[src/rtl/spi_slave_rx_tx.sv]
// spi_slave_rx_tx: oversampled SPI slave endpoint, all CPOL/CPHA modes; define SPI_SLAVE_MSB_FIRST_EN for MSB-first frames
module spi_slave_rx_tx #(
  parameter int sizeOfData = 8,
  parameter int syncStages = 2
) (
  input  logic                  clk,
  input  logic                  rst_n,
  input  logic                  sclk,
  input  logic                  cs_n,
  input  logic                  mosi,
  output logic                  miso,
  input  logic                  cpol,
  input  logic                  cpha,
  input  logic [sizeOfData-1:0] tx_data,
  input  logic                  tx_load,
  output logic                  tx_ready,
  output logic [sizeOfData-1:0] rx_data,
  output logic                  rx_valid,
  output logic                  busy,
  output logic                  underrun,
  output logic                  overrun,
  input  logic                  rx_ack,
  input  logic                  clr_flags
);
  localparam int CW = $clog2(sizeOfData + 1);
  typedef enum logic [1:0] {IDLE, ACTIVE, DONE} state_e;
  state_e state_q, state_d;
  logic [syncStages-1:0] sclk_sync_q, cs_sync_q, mosi_sync_q;
  logic sclk_hist_q, cs_hist_q;
  logic sclk_s, cs_s, mosi_s, sclk_edge, lead_edge, trail_edge, sample_edge, shift_edge, cs_fall;
  logic cpol_q, cpol_d, cpha_q, cpha_d, miso_q, miso_d;
  logic [sizeOfData-1:0] tx_buf_q, tx_buf_d, tx_sh_q, tx_sh_d, rx_sh_q, rx_sh_d, rx_data_q, rx_data_d;
  logic [sizeOfData-1:0] tx_src, tx_src_nx, tx_sh_nx, rx_next;
  logic tx_first, tx_bit;
  logic tx_full_q, tx_full_d, rx_valid_q, rx_valid_d, pending_q, pending_d;
  logic underrun_q, underrun_d, overrun_q, overrun_d, start;
  logic [CW-1:0] cnt_q, cnt_d;
  assign sclk_s = sclk_sync_q[syncStages-1];
  assign cs_s = cs_sync_q[syncStages-1];
  assign mosi_s = mosi_sync_q[syncStages-1];
  assign sclk_edge = sclk_s ^ sclk_hist_q;
  assign lead_edge = sclk_edge & (sclk_hist_q == cpol_q);
  assign trail_edge = sclk_edge & (sclk_hist_q != cpol_q);
  assign sample_edge = cpha_q ? trail_edge : lead_edge;
  assign shift_edge = cpha_q ? lead_edge : trail_edge;
  assign cs_fall = cs_hist_q & ~cs_s;
  assign tx_src = tx_full_q ? tx_buf_q : '0;
`ifdef SPI_SLAVE_MSB_FIRST_EN
  assign tx_first = tx_src[sizeOfData-1];
  assign tx_src_nx = tx_src << 1;
  assign tx_bit = tx_sh_q[sizeOfData-1];
  assign tx_sh_nx = tx_sh_q << 1;
  assign rx_next = (rx_sh_q << 1) | sizeOfData'(mosi_s);
`else
  assign tx_first = tx_src[0];
  assign tx_src_nx = tx_src >> 1;
  assign tx_bit = tx_sh_q[0];
  assign tx_sh_nx = tx_sh_q >> 1;
  assign rx_next = (rx_sh_q >> 1) | (sizeOfData'(mosi_s) << (sizeOfData - 1));
`endif
  assign miso = miso_q;
  assign tx_ready = ~tx_full_q;
  assign rx_data = rx_data_q;
  assign rx_valid = rx_valid_q;
  assign busy = state_q != IDLE;
  assign underrun = underrun_q;
  assign overrun = overrun_q;
  // input synchronisers plus one history flop; cs_n idles high so its chain resets to 1
  always_ff @(posedge clk or negedge rst_n) begin
    if (!rst_n) begin
      sclk_sync_q <= '0;
      cs_sync_q <= '1;
      mosi_sync_q <= '0;
      sclk_hist_q <= 1'b0;
      cs_hist_q <= 1'b1;
    end else begin
      sclk_sync_q <= {sclk_sync_q[syncStages-2:0], sclk};
      cs_sync_q <= {cs_sync_q[syncStages-2:0], cs_n};
      mosi_sync_q <= {mosi_sync_q[syncStages-2:0], mosi};
      sclk_hist_q <= sclk_s;
      cs_hist_q <= cs_s;
    end
  end
  // state and datapath registers
  always_ff @(posedge clk or negedge rst_n) begin
    if (!rst_n) begin
      state_q <= IDLE;
      cpol_q <= 1'b0;
      cpha_q <= 1'b0;
      miso_q <= 1'b0;
      tx_buf_q <= '0;
      tx_full_q <= 1'b0;
      tx_sh_q <= '0;
      rx_sh_q <= '0;
      rx_data_q <= '0;
      rx_valid_q <= 1'b0;
      pending_q <= 1'b0;
      underrun_q <= 1'b0;
      overrun_q <= 1'b0;
      cnt_q <= '0;
    end else begin
      state_q <= state_d;
      cpol_q <= cpol_d;
      cpha_q <= cpha_d;
      miso_q <= miso_d;
      tx_buf_q <= tx_buf_d;
      tx_full_q <= tx_full_d;
      tx_sh_q <= tx_sh_d;
      rx_sh_q <= rx_sh_d;
      rx_data_q <= rx_data_d;
      rx_valid_q <= rx_valid_d;
      pending_q <= pending_d;
      underrun_q <= underrun_d;
      overrun_q <= overrun_d;
      cnt_q <= cnt_d;
    end
  end
  // frame sequencing, shifting and status flags; rx_valid_q marks the single DONE cycle where ack/overrun resolve
  always_comb begin
    state_d = state_q;
    cpol_d = cpol_q;
    cpha_d = cpha_q;
    miso_d = miso_q;
    tx_sh_d = tx_sh_q;
    rx_sh_d = rx_sh_q;
    rx_data_d = rx_data_q;
    cnt_d = cnt_q;
    rx_valid_d = 1'b0;
    start = 1'b0;
    tx_buf_d = tx_load ? tx_data : tx_buf_q;
    tx_full_d = tx_load | tx_full_q;
    case (state_q)
      IDLE: begin
        miso_d = 1'b0;
        if (cs_fall) begin
          start = 1'b1;
          state_d = ACTIVE;
          cpol_d = cpol;
          cpha_d = cpha;
          tx_sh_d = cpha ? tx_src : tx_src_nx;
          miso_d = cpha ? 1'b0 : tx_first;
          tx_full_d = tx_load;
          rx_sh_d = '0;
          cnt_d = '0;
        end
      end
      ACTIVE: begin
        if (cs_s) begin
          state_d = IDLE;
          miso_d = 1'b0;
        end else begin
          if (shift_edge) begin
            miso_d = tx_bit;
            tx_sh_d = tx_sh_nx;
          end
          if (sample_edge) begin
            rx_sh_d = rx_next;
            cnt_d = cnt_q + CW'(1);
            if (cnt_q == CW'(sizeOfData - 1)) begin
              state_d = DONE;
              miso_d = 1'b0;
              rx_data_d = rx_next;
              rx_valid_d = 1'b1;
            end
          end
        end
      end
      DONE: begin
        miso_d = 1'b0;
        state_d = cs_s ? IDLE : DONE;
      end
      default: state_d = IDLE;
    endcase
    pending_d = rx_valid_q | (pending_q & ~rx_ack);
    overrun_d = (rx_valid_q & pending_q & ~rx_ack) | (overrun_q & ~clr_flags);
    underrun_d = (start & ~tx_full_q) | (underrun_q & ~clr_flags);
  end
endmodule

[config.mk]
export PLATFORM = sky130hd
export DESIGN_NAME = spi_slave_rx_tx
export DESIGN_NICKNAME = d
export VERILOG_FILES = /design/src/rtl/spi_slave_rx_tx.sv
export SDC_FILE = /design/constraint.sdc
export NUM_CORES = 1
export LEC_CHECK = 0
export CORE_MARGIN = 2
export CORE_UTILIZATION = 47
export DETAILED_ROUTE_END_ITERATION = 7
export PLACE_DENSITY = 0.76
export SKIP_LAST_GASP = 1
export SLEW_MARGIN = 15
export SYNTH_ARGS = -nofsm -noshare
export SYNTH_HDL_FRONTEND = slang
export SYNTH_SLANG_ARGS = --single-unit
[constraint.sdc]
create_clock -name clk -period 3.1 [get_ports clk]
set_input_delay 0.465 -clock clk [delete_from_list [all_inputs] [get_ports clk]]
set_output_delay 0.465 -clock clk [all_outputs]
set_load 0.01 [all_outputs]
==> impl_metrics.yaml, run 1 <==
# synthesis and place-and-route metrics
status:
  status: "complete, no violations"
global_route:
  grt_pass1_vias: 1435
  top_usage_layer: "met2"
  grt_remaining_overflow: 0
  antenna_found_initial: 0
  grt_usage_pct: 16.79
  grtUsageMet2_pct: 24.90
  grt_max_degree: 35
final_timing:
  clock.fmax_mhz: 458.2
  hold_violations: 0
  post-route-min-period_ns: 2.182
  worst_clock_skew_ns: 0.004152
  finalSetupViolCount: 0
  post-route-period-util_pct: 70.39
  rsz0062_at_grt: "false"
clock_tree:
  cts.hold.buffers_added: 0
  htree_levels: 2
  root_buffer: "clkbuf_8"
  cts.repair.resized: 0
  cts.clk_slew.worst_paths_ns: 0.09
  clockBufferDepth: 2
detailed_routing:
  top_layer_used: "met4"
  met3_length_um: 128
  wl_met2_um: 1724
  drt-met1-wl_um: 1982
  vias: 1482
  firstDrtPassIters: 4
yosys:
  ff_type: "dfrtp_1"
  ys_chip_area_um2: 2317
  syn_avg_cell_area_um2: 12.95
  yosys_warnings: 0
  syn_nets: 201
  ys_ff: 53
  synth-edff-count: 0
  synthArstFlopShare_pct: 100.0
  simple_gate_area_share_pct: 7.775
  ys_cells: 179
layout:
  flop_area_um2: 1330
  fin_nets: 237
  largest_cell_class: "registers"
  area_growth_pct: 20.79
  drive_above_1_share_pct: 23.61
  buffers_excl_clock: 32
  fin_area_um2: 2799
  finalCoreUtilization_pct: 59.26
  nonClkBufAreaFrac_pct: 11.18
  lay_top_cells: "dfrtp_1 (50), clkdlybuf4s50_1 (30), mux2_2 (29), nand2_1 (13), inv_1 (10)"
  ff_count: 53
  comb.multi_input.count: 113
  seq_share_pct: 47.52
  n_fill_cell: 390
worst_setup_path:
  cp_top_family: "multiplexers"
  required_ns: 3.29
  crit_fanout: 14
  path_cells: "inv_1, ha_1, mux2_2, nand2_1, a21oi_2, mux2_2"
  crit_top_cell: "mux2_2"
  cp-startpoint: "state_q[1]$_DFFE_PN0P_"
  critPathKind: "flop to flop"
  r2r_slack_ns: 0.92
placement:
  port_buffers: 31
  place_area_um2: 2703
  dp_hpwl_um: 2880
power:
  cellPowerDensity_nw_per_um2: 650.3
  internal-power_uw: 1249
  power_frac_seq_pct: 48.3
  max-vdd-ir-drop_v: 0.0004829
  power-top-group: "registers"
  p_total_uw: 1820
job:
  openroad.warnings: 28
  max_cap_viol_count: 0
floorplanning:
  num_rows: 25
  die_h_um: 74.22
  core_um2: 4723
min_path:
  hp-class: "input port to async pin"
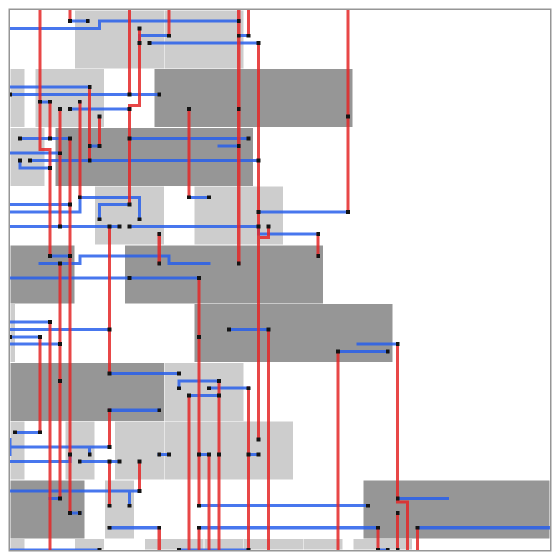
Fig. 1. Close-up of the layout (run 1).
Region (43, 43) to (68, 68) um. Cells in gray, sequential cells in the stronger gray; small squares are vias.
- M1: blue
- M2: red
- most frequent: dfrtp_1 (6), mux2_2 (2), a22o_1 (2)
- netlist names of flops here include: rx_sh_q (2), state_q (2)
- sequential cells in the window: 6
- cells with their middle in the window: 17

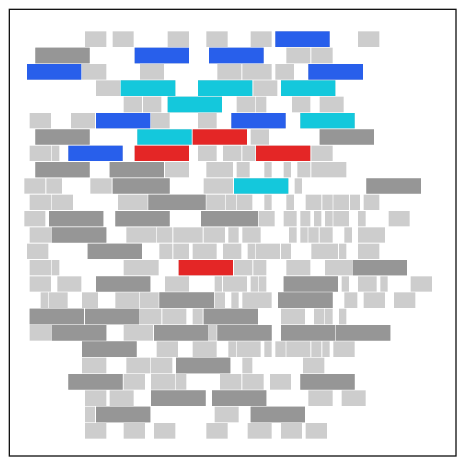
Fig. 2. Where the registers sit (run 1).
Drawn at 6 px/um.
- rx_sh_q: cyan (sequential cells 7; where top middle)
- rx_data: blue (sequential cells 8)
- cnt_q: red (sequential cells 4)
- not colored: 34

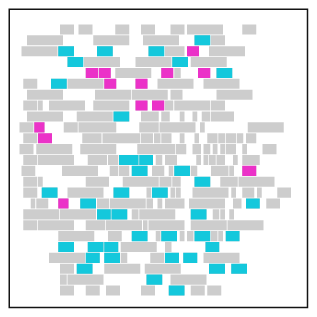
Fig. 3. Logic cells by family (run 1).
Drawn at 4 px/um.
- mux cells: cyan (cells 39; most used mux2_2)
- non-inverting ao/oa cells: magenta (cells 13; most used a22o_1)
fraction of area in multi-input gates: 33.53%
commonest non-fill, non-tap cell in the layout: dfrtp_1
Post-Layout Cell Count: 283

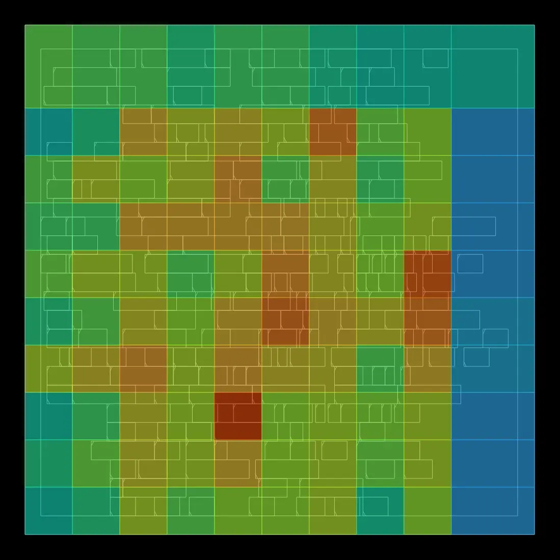
Fig. 4. Routing congestion map (run 1).
WL per Instance: 13.75 um
met3 Usage GRT: 4.065%

==> run 2: changes to the inputs <==
Settings changed: PLACE_DENSITY 0.76 to 0.79.
Clock period 3.1 ns to 1.94 ns, I/O delays scaled along.
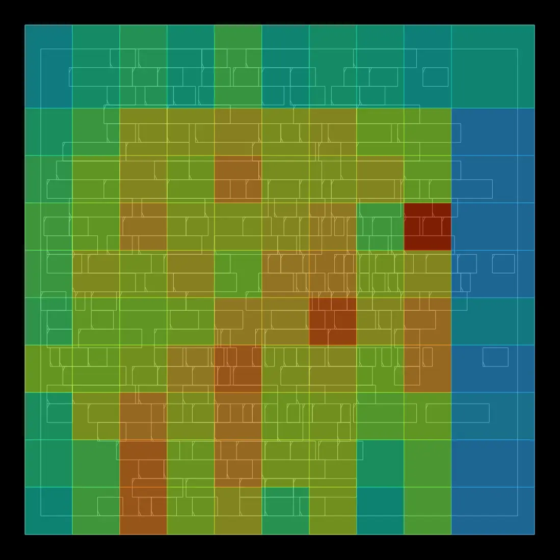
Fig. 5. Routing congestion map (run 2).
busiest grt layer: met1
WL per Instance: 13.77 um
met3 Usage GRT: 3.659%
fin util: 61.85%

==> run 2 against run 1 <==
  * Routed wire length grew 3.3%
  * Combinational power increased by 89%
  * Register-to-register slack got worse by 0.79 ns
  * Design area up 4.4%
  * First-iteration DRC count is the same
  * Global-route usage up 0.071 points
  * Synthesized cell count unchanged
  * Via count increased by 0.88%
  * Clock power up 61%
  * Largest cell class unchanged
==> impl_metrics.yaml, run 2 <==
# synthesis and place-and-route metrics
yosys:
  syn_nets: 201
  syn-cell-area_um2: 2317
  top_cell: "dfrtp_1"
  mux_share_pct: 18.57
  xor_share_pct: 0.7019
  synthArstFlopShare_pct: 100.0
  netlist_instances: 179
  topCombFamilyByArea: "multiplexers"
  area_leaders: "dfrtp_1 (54%), mux2_2 (14%), mux2i_1 (3.9%)"
  ff_type: "dfrtp_1"
  synthDistinctLibCells: 37
  yosys_warnings: 0
  synth-edff-count: 0
  top_area_cell: "dfrtp_1"
  ys_chip_area_um2: 2317
  adder_share_pct: 2.160
  ys_cells: 179
  ys_seq_share_pct: 57.40
  syn_avg_cell_area_um2: 12.95
  ys_ff: 53
  synth_compound_gate_area_share_pct: 11.29
  simple_gate_area_share_pct: 7.775
final_timing:
  hold_violations: 0
  rsz0062_at_grt: "false"
  post-route-period-util_pct: 93.50
  post-route-min-period_ns: 1.814
  maxSlewHeadroom_pct: 57.42
  fin_ws_ns: 0.1261
  clock.fmax_mhz: 551.3
  worst_clock_skew_ns: 0.003622
  finalSetupViolCount: 0
  worstMarginPinSlew_ns: 0.6352
power:
  power_frac_seq_pct: 45.7
  p_total_uw: 3079
  max-vdd-ir-drop_v: 0.0005795
  leakage_uw: 0.001309
  switching_share_pct: 32.70
  p_clk_share_pct: 20.7
  switching_power_uw: 1007
  pg_clk_uw: 638
  cellPowerDensity_nw_per_um2: 1054
  internal-power_uw: 2072
  power-top-group: "registers"
  p_comb_share_pct: 33.6
  seq_power_uw: 1410
layout:
  comb.multi_input.count: 113
  num-clock-buffers: 5
  drive_above_1_share_pct: 26.67
  largest_cell_class: "registers"
  fin_cells: 292
  nonClkBufAreaFrac_pct: 13.92
  lay_top_count: "dfrtp_1"
  flop_area_um2: 1330
  area_growth_pct: 26.08
  diodes: 0
  comb_share_pct: 33.15
  n_fill_cell: 369
  seq_share_pct: 45.52
  clk_share_pct: 3.255
  ff_count: 53
  buffers_excl_clock: 41
  fin_area_um2: 2922
  lay_top_cells: "dfrtp_1 (50), mux2_2 (29), clkdlybuf4s50_1 (29), nand2_1 (13), inv_1 (10)"
  fin_nets: 246
global_route:
  grt_pass1_vias: 1475
  grt_max_degree: 32
  grt_pass1_wl_um: 7038
  met1_usage_pct: 25.38
  grtUsageMet2_pct: 24.01
  grt_remaining_overflow: 0
  antenna_found_initial: 0
  grt_usage_pct: 16.86
clock_tree:
  htree_levels: 2
  clock_latency_ns: 0.30
  cts.clk_slew.worst_paths_ns: 0.10
  root_buffer: "clkbuf_8"
  cts_tree: "built"
  cts.hold.buffers_added: 1
  clockBufferDepth: 2
  cts.sinks: 53
  cts.repair.resized: 2
placement:
  pre_cts_slack_ns: -0.003578
  port_buffers: 31
  dp_hpwl_um: 2888
  place_area_um2: 2760
  dpl.cell_count: 281
status:
  status: "complete, no violations"
worst_setup_path:
  end_kind: "flop"
  r2r_slack_ns: 0.13
  crit_buf_inv: 1
  timing.rr.end: "rx_data[6]$_DFFE_PN0P_"
  cp-start-kind: "flop"
  cp_slowest_cell: "dfrtp_1"
  critPathKind: "flop to flop"
  cp-startpoint: "cnt_q[0]$_DFFE_PN0P_"
  path_cells: "ha_1, nand2_1, or2_2, nor3_4, buf_12, mux2_2"
  worstPathArrival_ns: 2.01
  cp_top_family: "simple AND/OR/NAND/NOR gates"
  required_ns: 2.14
  r2r_start: "cnt_q[0]$_DFFE_PN0P_"
  crit_cells: 6
  reg2reg_depth: 6
  crit_fanout: 9
job:
  max_cap_viol_count: 0
  openroad.warnings: 29
detailed_routing:
  drt-met1-wl_um: 2028
  firstDrtPassIters: 4
  top_layer_used: "met4"
  wl_met2_um: 1802
  met3_length_um: 113
  via_per_inst: 5.120
  vias: 1495
floorplanning:
  num_rows: 25
  die-width_um: 74.22
  pin_count: 32
  die_area_um2: 5508
  fp_util_pct: 49.06
  nWellTaps: 67
  die_h_um: 74.22
  core_um2: 4723
min_path:
  whs_path_depth: 0
  hp-class: "flop to flop"
  hp-start: "sclk_sync_q[0]$_DFF_PN0_"
==> run 3: changes to the inputs <==
Settings changed: CORE_ASPECT_RATIO set to 0.75, DONT_BUFFER_PORTS set to 1, PLACE_DENSITY 0.79 to 0.7, TNS_END_PERCENT set to 10.
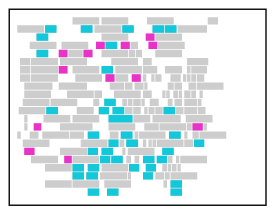
Fig. 6. Logic cells by family (run 3).
Drawn at 3 px/um.
- non-inverting ao/oa cells: magenta (cells 13; most used a22o_1)
- mux cells: cyan (cells 39; most used mux2_2)
Post-Layout Cell Count: 256
fraction of area in multi-input gates: 36.14%

==> run 3 against run 2 <==
  * Area after synthesis unchanged
  * Highest routed layer unchanged
  * Routed wire length up 2.5%
  * Critical path depth unchanged
  * Sequential power about the same
  * Design area down 9.3%
  * Via count down 4.5%
  * Combinational power down about 10%
  * Power up 0.82%
  * First-iteration DRC count up 21%
==> impl_metrics.yaml, run 3 <==
# synthesis and place-and-route metrics
status:
  status: "complete, no violations"
placement:
  port_buffers: 0
  dpl.cell_count: 239
  dp_hpwl_um: 2986
  pre_cts_slack_ns: -0.02448
  place_area_um2: 2404
yosys:
  top_cell: "dfrtp_1"
  synth_compound_gate_area_share_pct: 11.29
  topCombFamilyByArea: "multiplexers"
  synthArstFlopShare_pct: 100.0
  ys_chip_area_um2: 2317
  yosys_warnings: 0
  ys_seq_share_pct: 57.40
  syn-cell-area_um2: 2317
  ys_cells: 179
  ys_ff: 53
  top_area_cell: "dfrtp_1"
  syn_avg_cell_area_um2: 12.95
  synth-edff-count: 0
  xor_share_pct: 0.7019
  synthDistinctLibCells: 37
  mux_share_pct: 18.57
  simple_gate_area_share_pct: 7.775
global_route:
  grt_remaining_overflow: 0
  grt_pass1_wl_um: 7224
  antenna_found_initial: 0
  grt_pass1_vias: 1450
  grt_max_degree: 54
  met1_usage_pct: 24.77
  grtUsageMet2_pct: 24.02
  met3_usage_pct: 5.605
  top_usage_layer: "met1"
power:
  switching_share_pct: 31.41
  seq_power_uw: 1410
  p_clk_share_pct: 24.6
  leakage_uw: 0.001220
  p_comb_share_pct: 29.8
  internal-power_uw: 2130
  max-vdd-ir-drop_v: 0.0006310
  power-top-group: "registers"
  cellPowerDensity_nw_per_um2: 1172
detailed_routing:
  wl_per_cell_um: 16.10
  via_per_inst: 5.578
  drt-met1-wl_um: 2010
  met3_length_um: 182
  top_layer_used: "met4"
  wl_met2_um: 1882
final_timing:
  worstMarginPinSlew_ns: 0.6207
  rsz0062_at_grt: "true"
  fin_ws_ns: 0.08630
  worst_clock_skew_ns: 0.005756
  clock.fmax_mhz: 539.5
  hold_violations: 0
  post-route-min-period_ns: 1.854
  maxSlewHeadroom_pct: 58.40
clock_tree:
  cts.clk_slew.worst_paths_ns: 0.10
  clock_latency_ns: 0.30
  clockBufferDepth: 2
  cts.hold.buffers_added: 5
  root_buffer: "clkbuf_8"
  cts.repair.resized: 0
  cts_tree: "built"
  htree_levels: 2
job:
  max_cap_viol_count: 0
  openroad.warnings: 29
worst_setup_path:
  crit_fanout: 8
  required_ns: 2.14
  crit_cells: 6
  cp_slowest_cell: "dfrtp_1"
  path_cells: "inv_1, ha_1, mux2_2, nand2_1, a21oi_4, mux2_2"
  crit_buf_inv: 1
  r2r_slack_ns: 0.09
  reg2reg_depth: 6
  cp-startpoint: "state_q[0]$_DFFE_PN0P_"
  cp-start-kind: "flop"
  end_kind: "flop"
  critPathKind: "flop to flop"
  r2r_start: "state_q[0]$_DFFE_PN0P_"
  worstPathArrival_ns: 2.05
layout:
  drive_above_1_share_pct: 29.59
  comb.multi_input.count: 113
  num-clock-buffers: 5
  area_growth_pct: 14.31
  buffers_excl_clock: 12
  fin_area_um2: 2649
  seq_share_pct: 50.21
  lay_top_count: "dfrtp_1"
  nonClkBufAreaFrac_pct: 5.007
  clk_share_pct: 4.393
  diodes: 0
  flop_area_um2: 1330
  n_fill_cell: 375
min_path:
  whs_path_depth: 1
  hp-start: "tx_load"
  hp-class: "input port to flop"
floorplanning:
  fp_util_pct: 48.10
  die-width_um: 85.08
  num_rows: 22
  die_area_um2: 5514
  die_h_um: 64.81
  nWellTaps: 60
  core_um2: 4817

==> layout pictures side by side <==
M1 wires.
image #1
Drawn at 4 px/um.
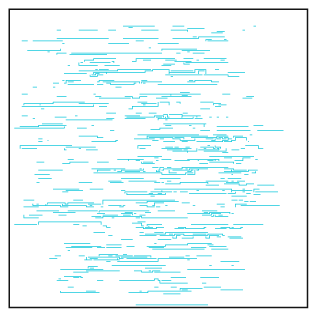
image #2
Drawn at 3 px/um.
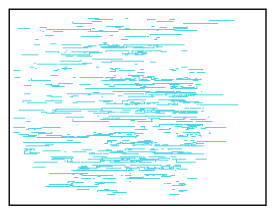
image #3
Drawn at 4 px/um.
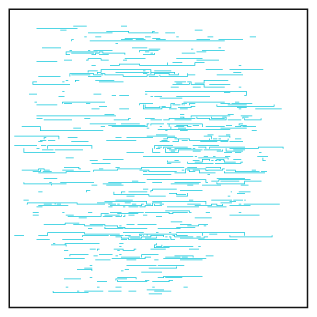
Run 3 is image #2.
Run 2 is image #3.
Run 1 is image #1.

Power and IR drop assume default switching activity.
